[config.mk]
export PLATFORM = sky130hd
export DESIGN_NAME = alu_seq_ext
export DESIGN_NICKNAME = d
export VERILOG_FILES = /design/src/rtl/alu_pkg.sv /design/src/rtl/sign_ext.sv /design/src/rtl/alu_seq_ext.sv
export SDC_FILE = /design/constraint.sdc
export NUM_CORES = 1
export LEC_CHECK = 0
export ABC_AREA = 1
export ABC_CLOCK_PERIOD_IN_PS = 3050
export CAP_MARGIN = 20
export CORE_UTILIZATION = 43
export CTS_CLUSTER_SIZE = 28
export DETAILED_ROUTE_END_ITERATION = 10
export MAX_ROUTING_LAYER = met4
export PLACE_DENSITY = 0.75
export SLEW_MARGIN = 25
export SYNTH_ARGS = -nofsm -noshare
export SYNTH_HDL_FRONTEND = slang
export SYNTH_HIERARCHICAL = 1
export SYNTH_SLANG_ARGS = --single-unit
[constraint.sdc]
create_clock -name clk -period 3.05 [get_ports clk]
set_clock_uncertainty 0.15 [all_clocks]
set_input_delay 0.4575 -clock clk [delete_from_list [all_inputs] [get_ports clk]]
set_output_delay 0.4575 -clock clk [all_outputs]
set_load 0.05 [all_outputs]
[src/rtl/alu_pkg.sv]
// Shared types and constants for the sequential execute unit.
package alu_pkg;

    typedef enum logic [2:0] {
        OP_ADD = 3'd0,
        OP_SUB = 3'd1,
        OP_AND = 3'd2,
        OP_OR  = 3'd3,
        OP_XOR = 3'd4,
        OP_SLL = 3'd5,
        OP_SRA = 3'd6,
        OP_MUL = 3'd7
    } op_t;

    localparam int FLAG_Z = 0;
    localparam int FLAG_N = 1;
    localparam int FLAG_C = 2;
    localparam int FLAG_V = 3;

    typedef enum logic {
        IDLE = 1'b0,
        MUL  = 1'b1
    } state_t;

    // Place individual flag bits at their architectural positions.
    function automatic logic [3:0] pack_flags(input logic v, input logic c,
                                              input logic n, input logic z);
        logic [3:0] f;
        f         = '0;
        f[FLAG_V] = v;
        f[FLAG_C] = c;
        f[FLAG_N] = n;
        f[FLAG_Z] = z;
        return f;
    endfunction

endpackage

[src/rtl/sign_ext.sv]
// Combinational two's-complement sign extender, IN_W bits up to OUT_W bits.
module sign_ext #(
    parameter int IN_W  = 5,
    parameter int OUT_W = 8
) (
    input  logic [IN_W-1:0]  i_in,
    output logic [OUT_W-1:0] o_out
);

    // Equal widths need a plain pass-through: a zero-width replication is illegal.
    if (OUT_W == IN_W) begin : g_pass
        assign o_out = i_in;
    end else begin : g_ext
        assign o_out = {{(OUT_W-IN_W){i_in[IN_W-1]}}, i_in};
    end

endmodule

[src/rtl/alu_seq_ext.sv]
// Registered execute unit: single-cycle ALU ops plus a shift-add multiply,
// with valid/ready handshakes on both sides.
//
// state | meaning
// IDLE  | ready for a new op (subject to output backpressure)
// MUL   | iterating one multiplier bit per cycle
module alu_seq_ext
    import alu_pkg::*;
#(
    parameter int WIDTH = 8,
    parameter int IMM_W = 5
) (
    input  logic             clk,
    input  logic             rst,
    input  logic             in_valid,
    output logic             in_ready,
    input  logic [2:0]       op,
    input  logic [WIDTH-1:0] a,
    input  logic [WIDTH-1:0] b,
    input  logic [IMM_W-1:0] imm,
    input  logic             use_imm,
    output logic             out_valid,
    input  logic             out_ready,
    output logic [WIDTH-1:0] result,
    output logic [3:0]       flags
);

    localparam int SH_W  = $clog2(WIDTH);
    localparam int CNT_W = $clog2(WIDTH);
    localparam logic [CNT_W-1:0] CNT_LAST = CNT_W'(WIDTH - 1);

    state_t               r_state;
    state_t               w_state_next;
    logic                 r_out_valid;
    logic [WIDTH-1:0]     r_result;
    logic [3:0]           r_flags;
    logic [WIDTH-1:0]     r_ma;
    logic [WIDTH-1:0]     r_mb;
    logic [2*WIDTH-1:0]   r_acc;
    logic [CNT_W-1:0]     r_cnt;

    op_t                  w_op;
    logic [WIDTH-1:0]     w_imm_ext;
    logic [WIDTH-1:0]     w_opb;
    logic [WIDTH:0]       w_sum;
    logic [WIDTH:0]       w_diff;
    logic [WIDTH-1:0]     w_alu_res;
    logic                 w_c;
    logic                 w_v;
    logic [3:0]           w_alu_flags;
    logic [2*WIDTH-1:0]   w_acc_next;
    logic                 w_accept;
    logic                 w_ld_alu;
    logic                 w_ld_mul;
    logic                 w_mul_done;

    sign_ext #(.IN_W(IMM_W), .OUT_W(WIDTH)) u_sign_ext (
        .i_in  (imm),
        .o_out (w_imm_ext)
    );

    assign w_op     = op_t'(op);
    assign w_opb    = use_imm ? w_imm_ext : b;
    assign in_ready = (r_state == IDLE) && (!r_out_valid || out_ready);
    assign w_accept = in_valid && in_ready;

    // Extra top bit carries the ADD carry-out / SUB borrow.
    assign w_sum  = {1'b0, a} + {1'b0, w_opb};
    assign w_diff = {1'b0, a} - {1'b0, w_opb};

    // One shift-add step: add A shifted to the current multiplier bit position.
    assign w_acc_next = r_mb[r_cnt] ? (r_acc + ({{WIDTH{1'b0}}, r_ma} << r_cnt)) : r_acc;

    // Single-cycle ALU result and flags for the op being presented.
    always_comb begin
        w_alu_res = '0;
        w_c       = 1'b0;
        w_v       = 1'b0;
        case (w_op)
            OP_ADD: begin
                w_alu_res = w_sum[WIDTH-1:0];
                w_c       = w_sum[WIDTH];
                w_v       = (a[WIDTH-1] == w_opb[WIDTH-1]) && (w_sum[WIDTH-1] != a[WIDTH-1]);
            end
            OP_SUB: begin
                w_alu_res = w_diff[WIDTH-1:0];
                w_c       = w_diff[WIDTH];
                w_v       = (a[WIDTH-1] != w_opb[WIDTH-1]) && (w_diff[WIDTH-1] != a[WIDTH-1]);
            end
            OP_AND: w_alu_res = a & w_opb;
            OP_OR:  w_alu_res = a | w_opb;
            OP_XOR: w_alu_res = a ^ w_opb;
            OP_SLL: w_alu_res = a << w_opb[SH_W-1:0];
            OP_SRA: w_alu_res = $unsigned($signed(a) >>> w_opb[SH_W-1:0]);
            default: w_alu_res = '0;
        endcase
        w_alu_flags = pack_flags(w_v, w_c, w_alu_res[WIDTH-1], (w_alu_res == '0));
    end

    // Next-state and load strobes.
    always_comb begin
        w_state_next = r_state;
        w_ld_alu     = 1'b0;
        w_ld_mul     = 1'b0;
        w_mul_done   = 1'b0;
        case (r_state)
            IDLE: begin
                if (w_accept) begin
                    if (w_op == OP_MUL) begin
                        w_ld_mul     = 1'b1;
                        w_state_next = MUL;
                    end else begin
                        w_ld_alu = 1'b1;
                    end
                end
            end
            MUL: begin
                if (r_cnt == CNT_LAST) begin
                    w_mul_done   = 1'b1;
                    w_state_next = IDLE;
                end
            end
            default: w_state_next = IDLE;
        endcase
    end

    // State register.
    always_ff @(posedge clk) begin
        if (rst) r_state <= IDLE;
        else     r_state <= w_state_next;
    end

    // Result/flag registers, output handshake and multiply iteration.
    always_ff @(posedge clk) begin
        if (rst) begin
            r_out_valid <= 1'b0;
            r_result    <= '0;
            r_flags     <= '0;
            r_ma        <= '0;
            r_mb        <= '0;
            r_acc       <= '0;
            r_cnt       <= '0;
        end else begin
            if (r_out_valid && out_ready) r_out_valid <= 1'b0;

            if (w_ld_alu) begin
                r_result    <= w_alu_res;
                r_flags     <= w_alu_flags;
                r_out_valid <= 1'b1;
            end

            if (w_ld_mul) begin
                r_ma  <= a;
                r_mb  <= w_opb;
                r_acc <= '0;
                r_cnt <= '0;
            end

            if (r_state == MUL) begin
                r_acc <= w_acc_next;
                r_cnt <= r_cnt + CNT_W'(1);
                if (w_mul_done) begin
                    r_cnt       <= '0;
                    r_result    <= w_acc_next[WIDTH-1:0];
                    r_flags     <= pack_flags(|w_acc_next[2*WIDTH-1:WIDTH], 1'b0,
                                              w_acc_next[WIDTH-1],
                                              (w_acc_next[WIDTH-1:0] == '0));
                    r_out_valid <= 1'b1;
                end
            end
        end
    end

    assign out_valid = r_out_valid;
    assign result    = r_result;
    assign flags     = r_flags;

endmodule

Fig. 1: signal wires on met1
Scale bar: 20 microns. Cells faint in the background.
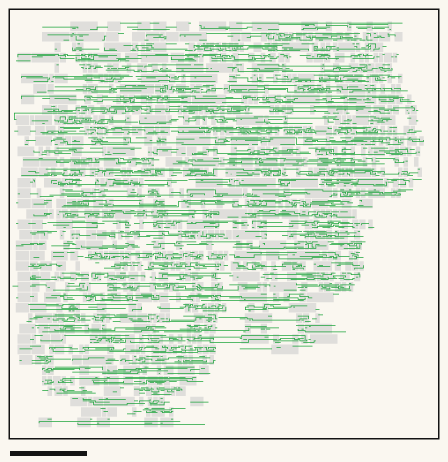
- share of all routed wire: 46%
- wire length on this layer: 7,260 microns
- main direction: horizontal
- longest straight run: 43.2 microns

Fig. 2: metal 2
Scale bar: 20 microns. Cells faint in the background.
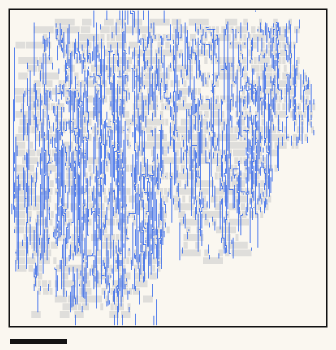
- main direction: vertical
- share of all routed wire: 45%
- wire length on this layer: 7,140 microns
vias: 5,934
WL final: 15,800 microns
GRT met2 Usage: 0.436

==> impl_metrics.py <==
# Synthesis and PnR figures
metrics = {
    "sta": {
        "period_used_share": 0.980,
        "rsz0062_at_grt": "yes",
        "finalWorstSetupSlack_ns": 0.0605,
        "max_slew_margin": 0.610,
        "layout_min_cycle_time_ns": 2.99,
        "fmax_ghz": 0.335,
        "fin_tns_setup_ns": 0,
        "max_slew.worst_pin.slew_ns": 0.584,
        "slew_viol_final": 0,
        "hold_viol_final": 0,
        "setup_viol": 0,
    },
    "clock_network": {
        "clock_sinks": 49,
        "insertion_delay_ns": 0.29,
        "tritoncts": "yes",
        "cts_inserted_buffers": 5,
        "post_cts_resized": 0,
    },
    "detailed_routing": {
        "wl_met2_microns": 7140,
        "drt_first_pass_iters": 5,
        "routedWlPerCell_microns": 14.2,
        "highest_layer": "met4",
        "drtIter0Drc": 442,
    },
    "worst_setup_path": {
        "critPathLaunch": "r_cnt[1]",
        "crit_required_ns": 3.08,
        "path_class": "register to register",
        "cp_top_family": "simple AND/OR/NAND/NOR gates",
        "crit_cells": 17,
        "ff2ff_setup_slack_ns": 0.06,
        "r2r_start": "r_cnt[1]",
        "cp_cell_sequence": "clkinvlp_4 > o21ai_0 > mux2i_1 > ha_1 > buf_6 > nand2_4 > nand2_2 > nand2_2 > nand2_2 > a21oi_2 > nand2_2 > nand3b_1 > nand3_1 > nor2_1 > nand3_1 > nor2_2 > nor2_1",
        "critPathMaxFanout": 14,
        "endpoint_kind": "register",
    },
    "synthesis": {
        "avgSynthCellArea_sq_um": 5.84,
        "ys_cells": 886,
        "yosysTopAreaCellShare": 0.202,
        "synth.area.top_cells": "nand2_1 (20%), dfxtp_1 (19%), ha_1 (11%)",
        "simple_gate_share": 0.411,
        "mux_area_frac": 0.00774,
        "logic_family": "simple AND/OR/NAND/NOR gates",
        "ys_sh_xor": 0.00677,
        "async_flop_share": 0,
        "syn-cell-area_sq_um": 5180,
        "synthCells": 886,
        "synth-edff-count": 0,
        "syn_nets": 962,
        "common_cells": "nand2_1 (278), inv_1 (99), nand3_1 (96)",
        "ys_types": 44,
        "yosysMostFrequentCell": "nand2_1",
        "synth-main-ff-cell": "dfxtp_1",
        "yosys.area_share.aoi": 0.157,
    },
    "final_layout": {
        "largest_class": "combinational gates",
        "seq_area_frac": 0.155,
        "buf_share": 0.149,
        "instances_no_fill": 1113,
        "synthToLayoutAreaGrowth_pct": 22.4,
        "final_util": 0.548,
        "n_all_buffers": 110,
        "clock_buffers": 5,
        "design_area_sq_um": 6330,
        "clk_share": 0.0231,
        "flop_area_sq_um": 985,
        "comb.multi_input.count": 702,
        "inv_count": 101,
        "nFillCells": 1178,
    },
    "global_routing": {
        "grt_usage": 0.266,
        "grt_busiest_layer": "met2",
        "grt_pass1_wl_microns": 26000,
        "grt-ovfl-total": 0,
    },
    "die": {
        "pin_count": 43,
        "core_area_sq_um": 11600,
    },
    "pwr": {
        "p_int_w": 0.00123,
        "switching_share": 0.354,
        "p_leak_nw": 3.15,
        "ir_drop_v": 0.000234,
        "top_power_group": "combinational logic",
        "power_frac_comb": 0.355,
    },
    "run_status": {
        "status": "completed",
    },
    "place": {
        "io_buffers": 42,
        "dpl_cell_area_sq_um": 6050,
        "place_congestion": 0.967,
        "dp_hpwl_microns": 12900,
    },
    "hold_path": {
        "hold_depth": 2,
        "hp-class": "register to register",
    },
}
Fig. 3: M3 wires
Scale bar: 20 microns. Cells faint in the background.
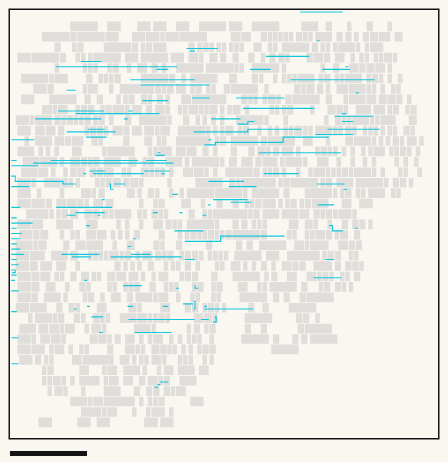
- longest straight run: 36.3 microns
- nets with wire on the layer: 98
- wire length on this layer: 782 microns
- main direction: horizontal
- share of all routed wire: 4.9%
met3 usage: 0.0250

Power and IR drop assume default switching activity.
